<file path="src/rtl/regfile_scoreboard_if.sv">
// Register file / scoreboard bus.
// Groups the decode-side read/issue signals, the write-back port and the
// clear handshake between the pipeline (master) and the register file (slave).
//   init_req            master -> slave  soft clear request
//   ready               slave  -> master file usable (RUN)
//   rs1_addr/rs2_addr   master -> slave  read addresses
//   rs1_data/rs2_data   slave  -> master read data (combinational)
//   rs1_busy/rs2_busy   slave  -> master pending producer on the read register
//   issue_valid/rd      master -> slave  mark destination pending
//   wb_valid/rd/data    master -> slave  write-back port
interface regfile_scoreboard_if #(
  parameter int XLEN  = 32,
  parameter int NREGS = 32
);
  localparam int AW = $clog2(NREGS);

  logic            init_req;
  logic            ready;
  logic [AW-1:0]   rs1_addr;
  logic [AW-1:0]   rs2_addr;
  logic [XLEN-1:0] rs1_data;
  logic [XLEN-1:0] rs2_data;
  logic            rs1_busy;
  logic            rs2_busy;
  logic            issue_valid;
  logic [AW-1:0]   issue_rd;
  logic            wb_valid;
  logic [AW-1:0]   wb_rd;
  logic [XLEN-1:0] wb_data;

  modport master (
    output init_req, rs1_addr, rs2_addr, issue_valid, issue_rd, wb_valid, wb_rd, wb_data,
    input  ready, rs1_data, rs2_data, rs1_busy, rs2_busy
  );

  modport slave (
    input  init_req, rs1_addr, rs2_addr, issue_valid, issue_rd, wb_valid, wb_rd, wb_data,
    output ready, rs1_data, rs2_data, rs1_busy, rs2_busy
  );
endinterface

</file>
<file path="src/rtl/regfile_scoreboard.sv">
// Integer register file with pending scoreboard.
// NREGS x XLEN storage, two combinational read ports, one write-back port,
// optional write-to-read bypass and a per-register pending bit for hazard
// detection. The array has no flop reset; a clear FSM walks registers
// 1..NREGS-1 after reset or init_req so the storage can map to RAM.
// Ports:
//   clk    rising-edge clock
//   rst_n  asynchronous active-low reset
//   bus    regfile_scoreboard_if.slave (reads, issue, write-back, init/ready)
module regfile_scoreboard #(
  parameter int XLEN   = 32,
  parameter int NREGS  = 32,
  parameter int BYPASS = 1
) (
  input  logic                 clk,
  input  logic                 rst_n,
  regfile_scoreboard_if.slave  bus
);
  localparam int          AW      = $clog2(NREGS);
  localparam bit          BYP     = (BYPASS != 0);
  localparam logic [AW-1:0] LAST_IDX = AW'(NREGS - 1);

  typedef enum logic [0:0] {
    ST_CLEAR = 1'b0,
    ST_RUN   = 1'b1
  } state_e;

  state_e           state_r;
  logic             ready_r;
  logic [AW-1:0]    clr_ptr_r;
  logic [NREGS-1:0] pending_r;
  logic [XLEN-1:0]  mem_r [NREGS];

  logic             run_s;
  logic             wr_en_s;
  logic [NREGS-1:0] wb_mask_s;
  logic [NREGS-1:0] issue_mask_s;
  logic [NREGS-1:0] pending_nxt_s;
  logic             byp1_s;
  logic             byp2_s;

  assign run_s = (state_r == ST_RUN);

  // Write-back enable and scoreboard next-state; issue is OR-ed after the
  // write-back clear so a same-cycle newer producer keeps the bit set.
  always_comb begin
    wr_en_s      = run_s && bus.wb_valid && (bus.wb_rd != '0) && !bus.init_req;
    wb_mask_s    = '0;
    issue_mask_s = '0;
    wb_mask_s[bus.wb_rd]       = bus.wb_valid;
    issue_mask_s[bus.issue_rd] = bus.issue_valid;
    // Bit 0 is forced low: x0 is never pending.
    pending_nxt_s = ((pending_r & ~wb_mask_s) | issue_mask_s) & ~{{(NREGS-1){1'b0}}, 1'b1};
  end

  // Clear/run FSM with scoreboard bits and registered ready.
  always_ff @(posedge clk or negedge rst_n) begin
    if (!rst_n) begin
      state_r   <= ST_CLEAR;
      ready_r   <= 1'b0;
      clr_ptr_r <= AW'(1);
      pending_r <= '0;
    end else begin
      case (state_r)
        ST_CLEAR: begin
          pending_r <= '0;
          clr_ptr_r <= clr_ptr_r + AW'(1);
          if (clr_ptr_r == LAST_IDX) begin
            state_r <= ST_RUN;
            ready_r <= 1'b1;
          end else begin
            state_r <= ST_CLEAR;
            ready_r <= 1'b0;
          end
        end
        ST_RUN: begin
          if (bus.init_req) begin
            state_r   <= ST_CLEAR;
            ready_r   <= 1'b0;
            clr_ptr_r <= AW'(1);
            pending_r <= '0;
          end else begin
            pending_r <= pending_nxt_s;
          end
        end
        default: begin
          state_r   <= ST_CLEAR;
          ready_r   <= 1'b0;
          clr_ptr_r <= AW'(1);
          pending_r <= '0;
        end
      endcase
    end
  end

  // Storage: cleared one entry per cycle by the FSM, otherwise written by write-back.
  always_ff @(posedge clk) begin
    if (!run_s) begin
      mem_r[clr_ptr_r] <= '0;
    end else if (wr_en_s) begin
      mem_r[bus.wb_rd] <= bus.wb_data;
    end
  end

  // Read ports: x0 and the clearing state read zero; bypass forwards a live write-back.
  always_comb begin
    byp1_s = BYP && bus.wb_valid && (bus.wb_rd == bus.rs1_addr);
    byp2_s = BYP && bus.wb_valid && (bus.wb_rd == bus.rs2_addr);
    if (!run_s || (bus.rs1_addr == '0)) begin
      bus.rs1_data = '0;
      bus.rs1_busy = 1'b0;
    end else begin
      bus.rs1_data = byp1_s ? bus.wb_data : mem_r[bus.rs1_addr];
      bus.rs1_busy = pending_r[bus.rs1_addr] && !byp1_s;
    end
    if (!run_s || (bus.rs2_addr == '0)) begin
      bus.rs2_data = '0;
      bus.rs2_busy = 1'b0;
    end else begin
      bus.rs2_data = byp2_s ? bus.wb_data : mem_r[bus.rs2_addr];
      bus.rs2_busy = pending_r[bus.rs2_addr] && !byp2_s;
    end
  end

  assign bus.ready = ready_r;
endmodule

</file>
<file path="src/flat_wrapper.sv">
// flat-port wrapper written by rule: the top's interface ports become plain ports
module regfile_scoreboard_flat 
#(
  parameter int XLEN   = 32,
  parameter int NREGS  = 32,
  parameter int BYPASS = 1
)
  (clk, rst_n, bus_init_req, bus_rs1_addr, bus_rs2_addr, bus_issue_valid, bus_issue_rd, bus_wb_valid, bus_wb_rd, bus_wb_data, bus_ready, bus_rs1_data, bus_rs2_data, bus_rs1_busy, bus_rs2_busy);
  regfile_scoreboard_if #(.XLEN(XLEN), .NREGS(NREGS)) bus_i ();
  input  logic clk;
  input  logic rst_n;
  input wire logic [$bits(bus_i.init_req)-1:0] bus_init_req;
  input wire logic [$bits(bus_i.rs1_addr)-1:0] bus_rs1_addr;
  input wire logic [$bits(bus_i.rs2_addr)-1:0] bus_rs2_addr;
  input wire logic [$bits(bus_i.issue_valid)-1:0] bus_issue_valid;
  input wire logic [$bits(bus_i.issue_rd)-1:0] bus_issue_rd;
  input wire logic [$bits(bus_i.wb_valid)-1:0] bus_wb_valid;
  input wire logic [$bits(bus_i.wb_rd)-1:0] bus_wb_rd;
  input wire logic [$bits(bus_i.wb_data)-1:0] bus_wb_data;
  output wire logic [$bits(bus_i.ready)-1:0] bus_ready;
  output wire logic [$bits(bus_i.rs1_data)-1:0] bus_rs1_data;
  output wire logic [$bits(bus_i.rs2_data)-1:0] bus_rs2_data;
  output wire logic [$bits(bus_i.rs1_busy)-1:0] bus_rs1_busy;
  output wire logic [$bits(bus_i.rs2_busy)-1:0] bus_rs2_busy;
  assign bus_i.init_req = bus_init_req;
  assign bus_i.rs1_addr = bus_rs1_addr;
  assign bus_i.rs2_addr = bus_rs2_addr;
  assign bus_i.issue_valid = bus_issue_valid;
  assign bus_i.issue_rd = bus_issue_rd;
  assign bus_i.wb_valid = bus_wb_valid;
  assign bus_i.wb_rd = bus_wb_rd;
  assign bus_i.wb_data = bus_wb_data;
  assign bus_ready = bus_i.ready;
  assign bus_rs1_data = bus_i.rs1_data;
  assign bus_rs2_data = bus_i.rs2_data;
  assign bus_rs1_busy = bus_i.rs1_busy;
  assign bus_rs2_busy = bus_i.rs2_busy;
  regfile_scoreboard #(.XLEN(XLEN), .NREGS(NREGS), .BYPASS(BYPASS)) u_core (.clk(clk), .rst_n(rst_n), .bus(bus_i));
endmodule
</file>
<file path="config.mk">
export PLATFORM = sky130hd
export DESIGN_NAME = regfile_scoreboard_flat
export DESIGN_NICKNAME = d
export VERILOG_FILES = /design/src/rtl/regfile_scoreboard_if.sv /design/src/rtl/regfile_scoreboard.sv /design/src/flat_wrapper.sv
export SDC_FILE = /design/constraint.sdc
export NUM_CORES = 1
export LEC_CHECK = 0
export CORE_ASPECT_RATIO = 1.1
export CORE_MARGIN = 4
export CORE_UTILIZATION = 40
export CTS_BUF_LIST = sky130_fd_sc_hd__clkbuf_16
export DETAILED_ROUTE_END_ITERATION = 8
export SYNTH_ARGS = -nofsm -noshare
export SYNTH_HDL_FRONTEND = slang
export SYNTH_SLANG_ARGS = --single-unit
</file>
<file path="constraint.sdc">
create_clock -name clk -period 4.2 [get_ports clk]
set_input_delay 0.42 -clock clk [delete_from_list [all_inputs] [get_ports clk]]
set_output_delay 0.42 -clock clk [all_outputs]
set_load 0.01 [all_outputs]
</file>
### Supply network

Scale: 1 px per µm. Pins as bars on the die edge. Tap cells in grey.
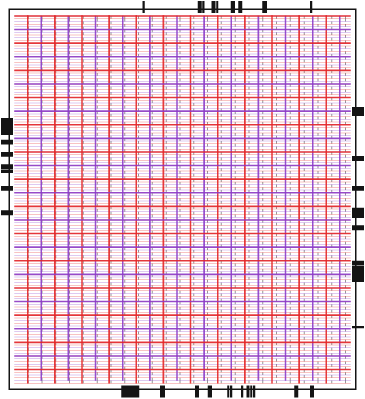
[purple] VDD
[red] VSS
signal pins: 124
rows: 135
met5 straps: 27
met4 straps: 24

### Cells coloured by class

Scale: 1 px per µm. Fill, decap, tap and diode cells in grey.
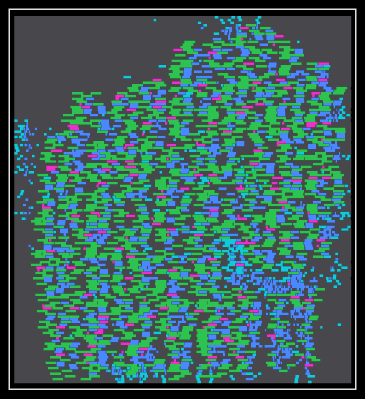
[cyan] other buffers and delay cells | cells: 316 | share of their area: 6.4%
[green] flip-flops | cells: 1062 | share of their area: 56%
[magenta] clock drivers and dummy loads | cells: 199 | share of their area: 6.1%
[blue] all other logic | cells: 1145 | share of their area: 31%
post-route standard cell area excluding fillers: 58400 µm²
Final Util: 0.473

### Routed clock nets over the placement

Scale: 1 px per µm.
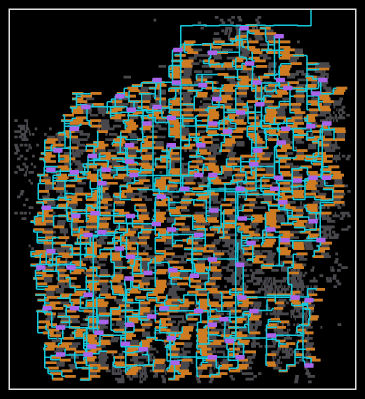
[cyan] clock wires | length: 13200 µm
[purple] cells driving clock nets | count: 108
[orange] flip-flops | count: 1062
routed clock nets: 109
flops lie: widely spread

==> qor_table.md <==
| Step | Parameter | This run |
|---|---|---|
| run status | Run status | completed |
| place | Placed cell count | 4166 |
| sta | Unrepaired setup endpoints after global routing | no |
| cts | Post-CTS resize count | 0 |
| global routing | Met2 routing resource usage after global routing | 0.392 |
| cts | CTS Buf Count | 108 |
| logic synthesis | Yosys top cell by area | sky130_fd_sc_hd__edfxtp_1 |
| pwr | Clk. pwr | 9.40 mW |
| pwr | Top power group | registers |
| layout | #MultiIn Comb | 1136 |
| critical path | Category of the worst setup path capture point | output port |
| detailed routing | Iteration-0 DRC count of the detailed router | 3626 |
| cts | Post CTS Setup Buffer Count | 0 |
| sta | Minimum setup slack in the final design | 341 ps |
| logic synthesis | Synthesis Warnings | 0 |
| logic synthesis | Leading cell type by number of instances after synthesis | sky130_fd_sc_hd__edfxtp_1 |
| critical path | R2R Setup Slk | 600 ps |
| critical path | Kind of cell adding the most delay to the critical path | buffers and inverters |
| critical path | Critical Path Fanout Max | 9 |
| logic synthesis | Area share of the leading cell type in the synthesized netlist | 0.616 |
| layout | Logic area | 17600 µm² |
| critical path | Data required time at the worst endpoint | 3780 ps |
| detailed routing | Wire length on met1 | 60100 µm |
| sta | Final max-slew violation count | 0 |
| cts | Clk root buf | sky130_fd_sc_hd__clkbuf_16 |
| critical path | Endpoint of the most critical setup path | bus_rs1_data[12] |
| floorplanning | Tap cells | 1644 |
| pwr | Clock power share | 0.339 |
| layout | Non-clock buffer contribution to total cell area | 0.0613 |
| cts | Clock-pin transition on the worst setup and hold timing paths | 60 ps |
| critical path | Worst reg-to-reg path cell count | 8 |
| sta | Final setup violation count | 0 |
| logic synthesis | Cell types with the highest counts after synthesis | sky130_fd_sc_hd__edfxtp_1 (1024), sky130_fd_sc_hd__mux4_2 (649), sky130_fd_sc_hd__nor2_1 (116) |
| logic synthesis | Average cell area after synthesis | 20.8 µm² |
| layout | Reg with most FFs | u_core.mem_r |
| critical path | Terminus of the critical flop-to-flop path | u_core.mem_r[24][12]$_DFFE_PP_ |
### Signal wires by layer

Scale: 1 px per µm.
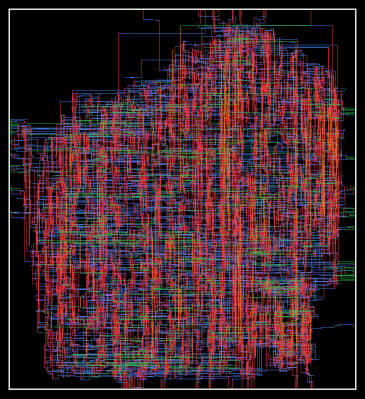
[orange] met4 | wire length: 5650 µm
[blue] met1 | wire length: 60.1 mm
[purple] met5 | wire length: 5.50 µm
[green] met3 | wire length: 11800 µm
[red] met2 | wire length: 76.6 mm

### Routing congestion

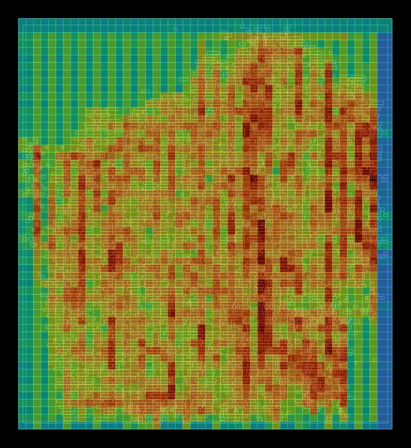
routing usage on met1: 0.321
busiest layer in global routing: met2
Overall Global Routing Usage: 0.238
final routed wire length divided by cell count: 35.2 µm

[logic make-up after synthesis]
family / share of synthesized area
buffers and inverters: 0.0188
adder cells (fa/ha/maj): 0.000501
XOR/XNOR: 0.00210
flip-flops: 0.635
AND/OR/NAND/NOR: 0.0243
multiplexers: 0.296
AND-OR/OR-AND: 0.0235
[layout by cell type, fill, tap and decap left out, types with 5 or more instances in the layout]
cell,Yosys,layout
sky130_fd_sc_hd__a21oi_1,31,31
sky130_fd_sc_hd__and2_1,32,32
sky130_fd_sc_hd__buf_12,0,71
sky130_fd_sc_hd__buf_4,17,123
sky130_fd_sc_hd__bufinv_16,0,8
sky130_fd_sc_hd__clkbuf_16,0,108
sky130_fd_sc_hd__clkdlybuf4s50_1,0,115
sky130_fd_sc_hd__clkinv_1,1,25
sky130_fd_sc_hd__clkinv_2,0,13
sky130_fd_sc_hd__clkinvlp_4,0,7
sky130_fd_sc_hd__dfrtp_1,37,37
sky130_fd_sc_hd__diode_2,0,6
sky130_fd_sc_hd__edfxtp_1,1024,1024
sky130_fd_sc_hd__inv_1,8,34
sky130_fd_sc_hd__mux2i_1,16,16
sky130_fd_sc_hd__mux4_2,649,649
sky130_fd_sc_hd__nand2_1,46,46
sky130_fd_sc_hd__nor2_1,116,84
sky130_fd_sc_hd__nor2_4,0,32
sky130_fd_sc_hd__nor3_1,32,32
sky130_fd_sc_hd__nor3b_1,5,5
sky130_fd_sc_hd__o21ai_0,66,64
sky130_fd_sc_hd__o21ai_4,0,5
sky130_fd_sc_hd__o221ai_1,5,5
sky130_fd_sc_hd__o22ai_1,67,67
sky130_fd_sc_hd__xnor2_1,12,12
[worst reg2reg max path: cells and delay by family (launching register included)]
kind	cells	cell delay, ps
simple gates	3	1410
buf+inv	3	870
flops	1	620
compound gates	2	370
Power figures rest on the tool's default switching activity, not on a simulated workload.
